==> config.mk <==
export PLATFORM = sky130hd
export DESIGN_NAME = pipeline_hazard_ctrl_flat
export DESIGN_NICKNAME = d
export VERILOG_FILES = /design/src/rtl/pipeline_hazard_ctrl_pkg.sv /design/src/rtl/pipeline_hazard_ctrl_if.sv /design/src/rtl/pipeline_hazard_ctrl_hazard_detect.sv /design/src/rtl/pipeline_hazard_ctrl.sv /design/src/flat_wrapper.sv
export SDC_FILE = /design/constraint.sdc
export NUM_CORES = 1
export LEC_CHECK = 0
export CAP_MARGIN = 20
export CORE_MARGIN = 1.5
export CORE_UTILIZATION = 44
export DETAILED_ROUTE_END_ITERATION = 10
export GPL_TIMING_DRIVEN = 0
export PLACE_DENSITY = 0.81
export SLEW_MARGIN = 20
export SYNTH_ARGS = -nofsm -noshare
export SYNTH_HDL_FRONTEND = slang
export SYNTH_SLANG_ARGS = --single-unit
export TNS_END_PERCENT = 30
==> constraint.sdc <==
create_clock -name clk -period 2.5 [get_ports clk]
set_clock_uncertainty 0.05 [all_clocks]
set_input_delay 0.5 -clock clk [delete_from_list [all_inputs] [get_ports clk]]
set_output_delay 0.5 -clock clk [all_outputs]
set_load 0.005 [all_outputs]
==> src/rtl/pipeline_hazard_ctrl_pkg.sv <==
// Shared types and constants for the pipeline stall/flush sequencer.
package pipeline_hazard_ctrl_pkg;

    localparam int unsigned WORD_SIZE = 16;
    localparam int unsigned REG_ID_W  = 2;

    localparam logic [1:0] ST_WARMUP_ENC   = 2'd0;
    localparam logic [1:0] ST_RUN_ENC      = 2'd1;
    localparam logic [1:0] ST_MEM_WAIT_ENC = 2'd2;
    localparam logic [1:0] ST_HALT_ENC     = 2'd3;

    typedef enum logic [1:0] {
        ST_WARMUP   = ST_WARMUP_ENC,
        ST_RUN      = ST_RUN_ENC,
        ST_MEM_WAIT = ST_MEM_WAIT_ENC,
        ST_HALT     = ST_HALT_ENC
    } state_e;

    // True when a writing producer's dest matches a source the ID instruction actually reads.
    function automatic logic reads_dest(
        input logic [REG_ID_W-1:0] rs,
        input logic [REG_ID_W-1:0] rt,
        input logic                use_rs,
        input logic                use_rt,
        input logic [REG_ID_W-1:0] rd,
        input logic                wr
    );
        return wr & ((use_rs & (rs == rd)) | (use_rt & (rt == rd)));
    endfunction

endpackage

==> src/rtl/pipeline_hazard_ctrl_if.sv <==
// Hazard/condition inputs and stage-register controls between the pipeline and the sequencer.
// master = sequencer (drives enables/flushes), slave = pipeline datapath.
interface pipeline_hazard_ctrl_if #(
    parameter int unsigned CNT_W = 16
);
    import pipeline_hazard_ctrl_pkg::*;

    logic [REG_ID_W-1:0] id_rs;
    logic [REG_ID_W-1:0] id_rt;
    logic                id_use_rs;
    logic                id_use_rt;
    logic [REG_ID_W-1:0] idex_rd;
    logic                idex_regwrite;
    logic                idex_memread;
    logic [REG_ID_W-1:0] exmem_rd;
    logic                exmem_regwrite;
    logic [REG_ID_W-1:0] memwb_rd;
    logic                memwb_regwrite;
    logic                ex_redirect;
    logic                imem_ready;
    logic                dmem_req;
    logic                dmem_ready;
    logic                wb_is_done;

    logic                pc_we;
    logic                ifid_we;
    logic                idex_we;
    logic                exmem_we;
    logic                memwb_we;
    logic                ifid_flush;
    logic                idex_flush;
    logic                exmem_flush;
    logic                halted;
    logic [CNT_W-1:0]    stall_cnt;

    modport master (
        input  id_rs, id_rt, id_use_rs, id_use_rt,
        input  idex_rd, idex_regwrite, idex_memread,
        input  exmem_rd, exmem_regwrite, memwb_rd, memwb_regwrite,
        input  ex_redirect, imem_ready, dmem_req, dmem_ready, wb_is_done,
        output pc_we, ifid_we, idex_we, exmem_we, memwb_we,
        output ifid_flush, idex_flush, exmem_flush, halted, stall_cnt
    );

    modport slave (
        output id_rs, id_rt, id_use_rs, id_use_rt,
        output idex_rd, idex_regwrite, idex_memread,
        output exmem_rd, exmem_regwrite, memwb_rd, memwb_regwrite,
        output ex_redirect, imem_ready, dmem_req, dmem_ready, wb_is_done,
        input  pc_we, ifid_we, idex_we, exmem_we, memwb_we,
        input  ifid_flush, idex_flush, exmem_flush, halted, stall_cnt
    );

endinterface

==> src/rtl/pipeline_hazard_ctrl_hazard_detect.sv <==
// Combinational RAW hazard compare for the instruction in ID.
// HAZARD_FORWARD_EN: forwarding present, only load-use stalls; otherwise any in-flight writer stalls.
module pipeline_hazard_ctrl_hazard_detect
    import pipeline_hazard_ctrl_pkg::*;
(
    input  logic [REG_ID_W-1:0] id_rs_i,
    input  logic [REG_ID_W-1:0] id_rt_i,
    input  logic                id_use_rs_i,
    input  logic                id_use_rt_i,
    input  logic [REG_ID_W-1:0] idex_rd_i,
    input  logic                idex_regwrite_i,
    input  logic                idex_memread_i,
    input  logic [REG_ID_W-1:0] exmem_rd_i,
    input  logic                exmem_regwrite_i,
    input  logic [REG_ID_W-1:0] memwb_rd_i,
    input  logic                memwb_regwrite_i,
    output logic                hazard_o
);

`ifdef HAZARD_FORWARD_EN
    logic unused_c;
    assign unused_c = ^{exmem_rd_i, exmem_regwrite_i, memwb_rd_i, memwb_regwrite_i};

    assign hazard_o = reads_dest(id_rs_i, id_rt_i, id_use_rs_i, id_use_rt_i,
                                 idex_rd_i, idex_regwrite_i & idex_memread_i);
`else
    logic unused_c;
    assign unused_c = idex_memread_i;

    // Regfile writes at end of cycle, so MEM/WB is still a hazard source.
    assign hazard_o = reads_dest(id_rs_i, id_rt_i, id_use_rs_i, id_use_rt_i,
                                 idex_rd_i, idex_regwrite_i)
                    | reads_dest(id_rs_i, id_rt_i, id_use_rs_i, id_use_rt_i,
                                 exmem_rd_i, exmem_regwrite_i)
                    | reads_dest(id_rs_i, id_rt_i, id_use_rs_i, id_use_rt_i,
                                 memwb_rd_i, memwb_regwrite_i);
`endif

endmodule

==> src/rtl/pipeline_hazard_ctrl.sv <==
// Stall/flush sequencer for the 5-stage pipeline: warm-up, hazard stalls, memory waits, HLT drain.
// Optional macro HAZARD_FORWARD_EN selects load-use-only hazard detection.
module pipeline_hazard_ctrl
    import pipeline_hazard_ctrl_pkg::*;
#(
    parameter int unsigned WARMUP_CYCLES = 2,
    parameter int unsigned CNT_W         = 16
) (
    input logic                    clk,
    input logic                    reset_n,
    pipeline_hazard_ctrl_if.master bus
);

    localparam int unsigned WARM_W = (WARMUP_CYCLES > 1) ? $clog2(WARMUP_CYCLES) : 1;

    state_e            state_q, state_d;
    logic [WARM_W-1:0] warm_q, warm_d;
    logic              halted_q, halted_d;
    logic [CNT_W-1:0]  cnt_q, cnt_d;

    logic hazard_c;
    logic freeze_c;
    logic pc_we_c, ifid_we_c, idex_we_c, exmem_we_c, memwb_we_c;
    logic ifid_flush_c, idex_flush_c, exmem_flush_c;

    pipeline_hazard_ctrl_hazard_detect u_hazard_detect (
        .id_rs_i          (bus.id_rs),
        .id_rt_i          (bus.id_rt),
        .id_use_rs_i      (bus.id_use_rs),
        .id_use_rt_i      (bus.id_use_rt),
        .idex_rd_i        (bus.idex_rd),
        .idex_regwrite_i  (bus.idex_regwrite),
        .idex_memread_i   (bus.idex_memread),
        .exmem_rd_i       (bus.exmem_rd),
        .exmem_regwrite_i (bus.exmem_regwrite),
        .memwb_rd_i       (bus.memwb_rd),
        .memwb_regwrite_i (bus.memwb_regwrite),
        .hazard_o         (hazard_c)
    );

    always_comb begin
        state_d       = state_q;
        warm_d        = warm_q;
        halted_d      = halted_q;
        cnt_d         = cnt_q;
        freeze_c      = 1'b0;
        pc_we_c       = 1'b0;
        ifid_we_c     = 1'b0;
        idex_we_c     = 1'b0;
        exmem_we_c    = 1'b0;
        memwb_we_c    = 1'b0;
        ifid_flush_c  = 1'b0;
        idex_flush_c  = 1'b0;
        exmem_flush_c = 1'b0;

        unique case (state_q)
            ST_WARMUP: begin
                ifid_flush_c  = 1'b1;
                idex_flush_c  = 1'b1;
                exmem_flush_c = 1'b1;
                warm_d        = warm_q + WARM_W'(1);
                if (warm_q == WARM_W'(WARMUP_CYCLES - 1)) begin
                    state_d = ST_RUN;
                end
            end
            ST_RUN, ST_MEM_WAIT: begin
                // Once waiting, only dmem_ready releases the freeze.
                freeze_c = (state_q == ST_MEM_WAIT) ? !bus.dmem_ready
                                                    : (bus.dmem_req & !bus.dmem_ready);
                if (freeze_c) begin
                    state_d = ST_MEM_WAIT;
                end else begin
                    state_d    = ST_RUN;
                    pc_we_c    = 1'b1;
                    ifid_we_c  = 1'b1;
                    idex_we_c  = 1'b1;
                    exmem_we_c = 1'b1;
                    memwb_we_c = 1'b1;
                    if (bus.ex_redirect) begin
                        ifid_flush_c = 1'b1;
                        idex_flush_c = 1'b1;
                    end else if (hazard_c) begin
                        pc_we_c      = 1'b0;
                        ifid_we_c    = 1'b0;
                        idex_flush_c = 1'b1;
                    end else if (!bus.imem_ready) begin
                        pc_we_c      = 1'b0;
                        ifid_flush_c = 1'b1;
                    end
                end
                if (bus.wb_is_done) begin
                    state_d  = ST_HALT;
                    halted_d = 1'b1;
                end
                if (!pc_we_c && (cnt_q != '1)) begin
                    cnt_d = cnt_q + CNT_W'(1);
                end
            end
            ST_HALT: begin
                halted_d = 1'b1;
            end
            default: begin
                state_d = ST_WARMUP;
            end
        endcase
    end

    always_ff @(posedge clk) begin
        if (!reset_n) begin
            state_q  <= ST_WARMUP;
            warm_q   <= '0;
            halted_q <= 1'b0;
            cnt_q    <= '0;
        end else begin
            state_q  <= state_d;
            warm_q   <= warm_d;
            halted_q <= halted_d;
            cnt_q    <= cnt_d;
        end
    end

    assign bus.pc_we       = pc_we_c;
    assign bus.ifid_we     = ifid_we_c;
    assign bus.idex_we     = idex_we_c;
    assign bus.exmem_we    = exmem_we_c;
    assign bus.memwb_we    = memwb_we_c;
    assign bus.ifid_flush  = ifid_flush_c;
    assign bus.idex_flush  = idex_flush_c;
    assign bus.exmem_flush = exmem_flush_c;
    assign bus.halted      = halted_q;
    assign bus.stall_cnt   = cnt_q;

endmodule
==> src/flat_wrapper.sv <==
// flat-port wrapper written by rule: the top's interface ports become plain ports
module pipeline_hazard_ctrl_flat import pipeline_hazard_ctrl_pkg::*;
#(
    parameter int unsigned WARMUP_CYCLES = 2,
    parameter int unsigned CNT_W         = 16
)
  (clk, reset_n, bus_id_rs, bus_id_rt, bus_id_use_rs, bus_id_use_rt, bus_idex_rd, bus_idex_regwrite, bus_idex_memread, bus_exmem_rd, bus_exmem_regwrite, bus_memwb_rd, bus_memwb_regwrite, bus_ex_redirect, bus_imem_ready, bus_dmem_req, bus_dmem_ready, bus_wb_is_done, bus_pc_we, bus_ifid_we, bus_idex_we, bus_exmem_we, bus_memwb_we, bus_ifid_flush, bus_idex_flush, bus_exmem_flush, bus_halted, bus_stall_cnt);
  pipeline_hazard_ctrl_if #(.CNT_W(CNT_W)) bus_i ();
  input logic clk;
  input logic reset_n;
  input wire logic [$bits(bus_i.id_rs)-1:0] bus_id_rs;
  input wire logic [$bits(bus_i.id_rt)-1:0] bus_id_rt;
  input wire logic [$bits(bus_i.id_use_rs)-1:0] bus_id_use_rs;
  input wire logic [$bits(bus_i.id_use_rt)-1:0] bus_id_use_rt;
  input wire logic [$bits(bus_i.idex_rd)-1:0] bus_idex_rd;
  input wire logic [$bits(bus_i.idex_regwrite)-1:0] bus_idex_regwrite;
  input wire logic [$bits(bus_i.idex_memread)-1:0] bus_idex_memread;
  input wire logic [$bits(bus_i.exmem_rd)-1:0] bus_exmem_rd;
  input wire logic [$bits(bus_i.exmem_regwrite)-1:0] bus_exmem_regwrite;
  input wire logic [$bits(bus_i.memwb_rd)-1:0] bus_memwb_rd;
  input wire logic [$bits(bus_i.memwb_regwrite)-1:0] bus_memwb_regwrite;
  input wire logic [$bits(bus_i.ex_redirect)-1:0] bus_ex_redirect;
  input wire logic [$bits(bus_i.imem_ready)-1:0] bus_imem_ready;
  input wire logic [$bits(bus_i.dmem_req)-1:0] bus_dmem_req;
  input wire logic [$bits(bus_i.dmem_ready)-1:0] bus_dmem_ready;
  input wire logic [$bits(bus_i.wb_is_done)-1:0] bus_wb_is_done;
  output wire logic [$bits(bus_i.pc_we)-1:0] bus_pc_we;
  output wire logic [$bits(bus_i.ifid_we)-1:0] bus_ifid_we;
  output wire logic [$bits(bus_i.idex_we)-1:0] bus_idex_we;
  output wire logic [$bits(bus_i.exmem_we)-1:0] bus_exmem_we;
  output wire logic [$bits(bus_i.memwb_we)-1:0] bus_memwb_we;
  output wire logic [$bits(bus_i.ifid_flush)-1:0] bus_ifid_flush;
  output wire logic [$bits(bus_i.idex_flush)-1:0] bus_idex_flush;
  output wire logic [$bits(bus_i.exmem_flush)-1:0] bus_exmem_flush;
  output wire logic [$bits(bus_i.halted)-1:0] bus_halted;
  output wire logic [$bits(bus_i.stall_cnt)-1:0] bus_stall_cnt;
  assign bus_i.id_rs = bus_id_rs;
  assign bus_i.id_rt = bus_id_rt;
  assign bus_i.id_use_rs = bus_id_use_rs;
  assign bus_i.id_use_rt = bus_id_use_rt;
  assign bus_i.idex_rd = bus_idex_rd;
  assign bus_i.idex_regwrite = bus_idex_regwrite;
  assign bus_i.idex_memread = bus_idex_memread;
  assign bus_i.exmem_rd = bus_exmem_rd;
  assign bus_i.exmem_regwrite = bus_exmem_regwrite;
  assign bus_i.memwb_rd = bus_memwb_rd;
  assign bus_i.memwb_regwrite = bus_memwb_regwrite;
  assign bus_i.ex_redirect = bus_ex_redirect;
  assign bus_i.imem_ready = bus_imem_ready;
  assign bus_i.dmem_req = bus_dmem_req;
  assign bus_i.dmem_ready = bus_dmem_ready;
  assign bus_i.wb_is_done = bus_wb_is_done;
  assign bus_pc_we = bus_i.pc_we;
  assign bus_ifid_we = bus_i.ifid_we;
  assign bus_idex_we = bus_i.idex_we;
  assign bus_exmem_we = bus_i.exmem_we;
  assign bus_memwb_we = bus_i.memwb_we;
  assign bus_ifid_flush = bus_i.ifid_flush;
  assign bus_idex_flush = bus_i.idex_flush;
  assign bus_exmem_flush = bus_i.exmem_flush;
  assign bus_halted = bus_i.halted;
  assign bus_stall_cnt = bus_i.stall_cnt;
  pipeline_hazard_ctrl #(.WARMUP_CYCLES(WARMUP_CYCLES), .CNT_W(CNT_W)) u_core (.clk(clk), .reset_n(reset_n), .bus(bus_i));
endmodule
### I/O pins on the die edge, run 1

Pins as bars across the die edge, other pins in gray.
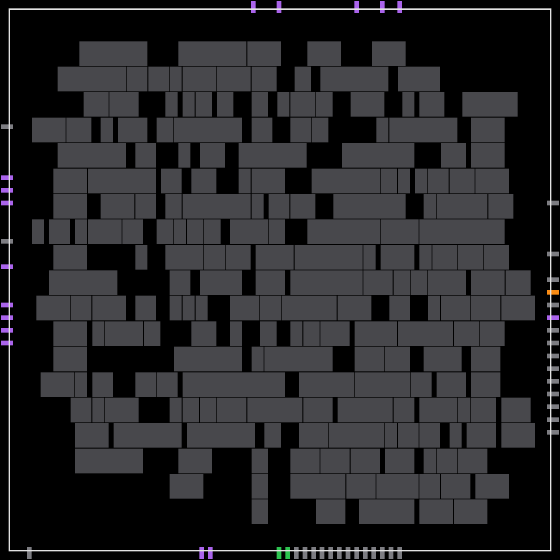
- bus_dmem_req: orange (pins 1; direction input; edge right)
- bus_stall_cnt: purple (pins 16; direction output; edge 8 left, 5 top, 2 bottom, 1 right)
- bus_id_rs: green (pins 2; direction input; edge bottom)
Die X: 57.70 microns
y dimension of the die: 57.70 microns

### Gate families picked out, run 1

Bar = 20 microns.
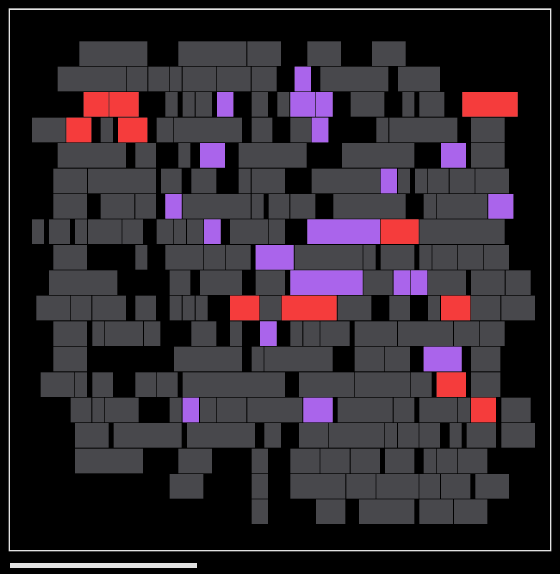
- inverting AOI/OAI gates: purple (cells 20)
- AND-OR and OR-AND gates: red (cells 11)
Top cell excl fill/tap: sky130_fd_sc_hd__clkdlybuf4s50_1
fraction of area in multi-input gates: 49.15%
number of standard cells in the final layout excluding fillers: 242

### Clock nets, run 1

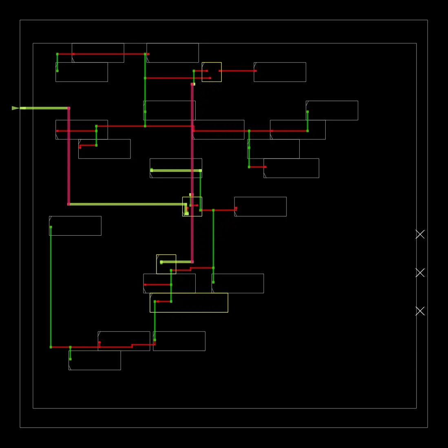
number of buffers inserted during clock tree synthesis: 3
clock latency on the worst-skew pair: 0.31 ns
clock group total power: 269 uW
layout clock buffer count: 3

==> impl_report.txt, run 1 <==
IMPLEMENTATION SUMMARY REPORT
----------------------------------------------------
[Layout]
  Inverters ........................ 8
  Fin util ........................ 70.61%
  Number of filler cells placed in the layout ........................ 228
  Most frequently placed logic cells in the final layout ........................ 25 x sky130_fd_sc_hd__clkdlybuf4s50_1, 18 x sky130_fd_sc_hd__dfxtp_1, 14 x sky130_fd_sc_hd__nand2_1
  Register area ........................ 402.9 sq um
  Antenna Diode Count ........................ 0

[Hold path]
  Number of stages on the worst hold path ........................ 2
  Worst min path class ........................ flop to flop

[Clocking]
  CTS clock-pin slew for the worst setup and hold paths ........................ 0.12 ns
  Count of hold buffers inserted by post-cts repair ........................ 0

[Route]
  Routed wire per std cell ........................ 14.83 microns
  Number of nets with antenna violations after detailed routing ........................ 0
  DRC viols ........................ 6
  Routed length on met2 ........................ 1879 microns

[Power]
  Power density over the cells ........................ 677.0 nW/um^2
  Leakage power figure ........................ 0.7777 nW
  Combinational cell fraction of total power ........................ 51.4%

[Worst setup path]
  Critical path capture point ........................ bus_ifid_flush
  Buffer-and-inverter tally for the worst setup path ........................ 2
  Launching element of the worst setup path ........................ bus_exmem_regwrite

[Status]
  Result of the run ........................ complete, but fails checks
  Violated checks ........................ design-rule violations

[Synthesis]
  Share of synthesized area spent on multiplexers ........................ 6.084%
  Syn. warnings ........................ 0
  Synth Area in Simple Gates ........................ 27.00%
  Mean cell area of the mapped netlist ........................ 8.384 sq um

[Floorplan]
  Initial Util ........................ 46.92%

[Place]
  Count of placed standard cells including taps ........................ 233

----------------------------------------------------
### Register map, names as in the netlist, run 1

Bar = 20 microns. Other sequential cells in the stronger gray, the rest of the logic in the fainter gray.
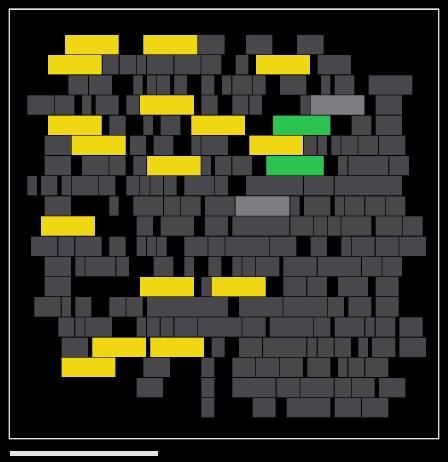

==> inputs of run 2 (changes only) <==
SETUP_SLACK_MARGIN = 0.5   (was default)
### Register map, names as in the netlist, run 2

Bar = 20 microns. Other sequential cells in the stronger gray, the rest of the logic in the fainter gray.
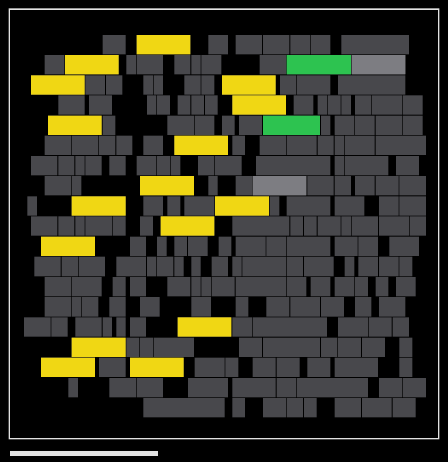
- u_core.bus.stall_cnt: yellow (sequential cells 16)
- u_core.state_q: green (sequential cells 2)
Seq area share: 18.78%
fin util: 76.94%
sequential cell power: 391 uW
register area: 405.4 sq um

### I/O pins on the die edge, run 2

Pins as bars across the die edge, other pins in gray.
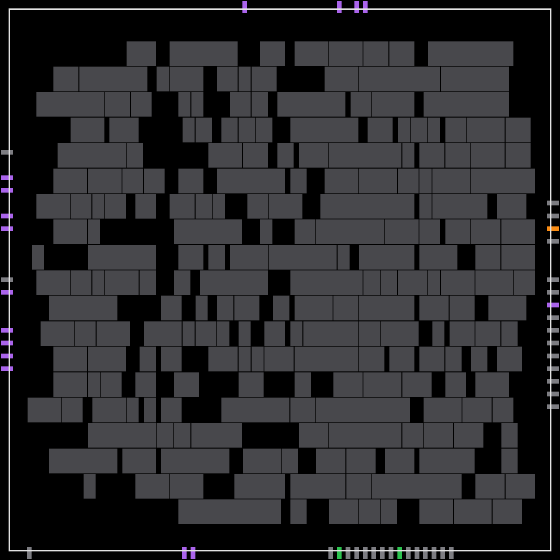
- bus_dmem_req: orange (pins 1; direction input; edge right)
- bus_stall_cnt: purple (pins 16; direction output; edge 9 left, 4 top, 2 bottom, 1 right)
- bus_id_rs: green (pins 2; direction input; edge bottom)
- all pins by edge: 18 bottom, 15 right, 11 left, 4 top
port bufs: 45

==> run 2 against run 1 <==
Net effect: the run still ends with design-rule violations left; hold slack better by 0.018 ns; final cell count grew 5.8%; cell area increased by 9.0%; critical endpoint unchanged.
==> impl_report.txt, run 2 <==
IMPLEMENTATION SUMMARY REPORT
----------------------------------------------------
[Floorplan]
  Initial Util ........................ 46.92% (unchanged)
  Y dimension of the die ........................ 57.70 microns (unchanged)
  Die X ........................ 57.70 microns (unchanged)

[Hold path]
  Worst min path class ........................ flop to flop
  Number of stages on the worst hold path ........................ 2 (unchanged)

[Power]
  Leakage power figure ........................ 0.8300 nW (+6.7%)
  Power density over the cells ........................ 702.0 nW/um^2 (+3.7%)
  Clock group total power ........................ 269 uW (about the same)
  Combinational cell fraction of total power ........................ 56.4% (+5.0 points)

[Layout]
  Antenna Diode Count ........................ 0 (unchanged)
  Top cell excl fill/tap ........................ sky130_fd_sc_hd__clkdlybuf4s50_1
  Fraction of area in multi-input gates ........................ 48.35% (-0.80 points)
  Most frequently placed logic cells in the final layout ........................ 21 x sky130_fd_sc_hd__clkdlybuf4s50_1, 19 x sky130_fd_sc_hd__buf_4, 18 x sky130_fd_sc_hd__dfxtp_1
  Layout clock buffer count ........................ 3 (unchanged)

[Worst setup path]
  Launching element of the worst setup path ........................ bus_id_rs[0]
  Critical path depth ........................ 7
  Buffer-and-inverter tally for the worst setup path ........................ 2 (unchanged)
  Crit path largest cell delay ........................ 0.40 ns
  Critical path capture point ........................ bus_ifid_flush

[Clocking]
  Clock latency on the worst-skew pair ........................ 0.31 ns (about the same)
  CTS clock-pin slew for the worst setup and hold paths ........................ 0.13 ns (about the same)
  Number of buffers inserted during clock tree synthesis ........................ 3 (unchanged)

[Global routing]
  Number of global-route vias before repair ........................ 1446

[Status]
  Violated checks ........................ design-rule violations
  Result of the run ........................ complete, but fails checks

[Route]
  Violation tally from detailed-route iteration zero ........................ 77
  Number of nets with antenna violations after detailed routing ........................ 0 (unchanged)
  DRC viols ........................ 8 (+2)
  Routed wire per std cell ........................ 15.91 microns (+7.2%)

[Place]
  Count of placed standard cells including taps ........................ 233 (unchanged)

[Synthesis]
  Synth Area in Simple Gates ........................ 27.00% (unchanged)
  Share of synthesized area spent on multiplexers ........................ 6.084% (unchanged)

----------------------------------------------------
Power is estimated from default activity; no workload was simulated.
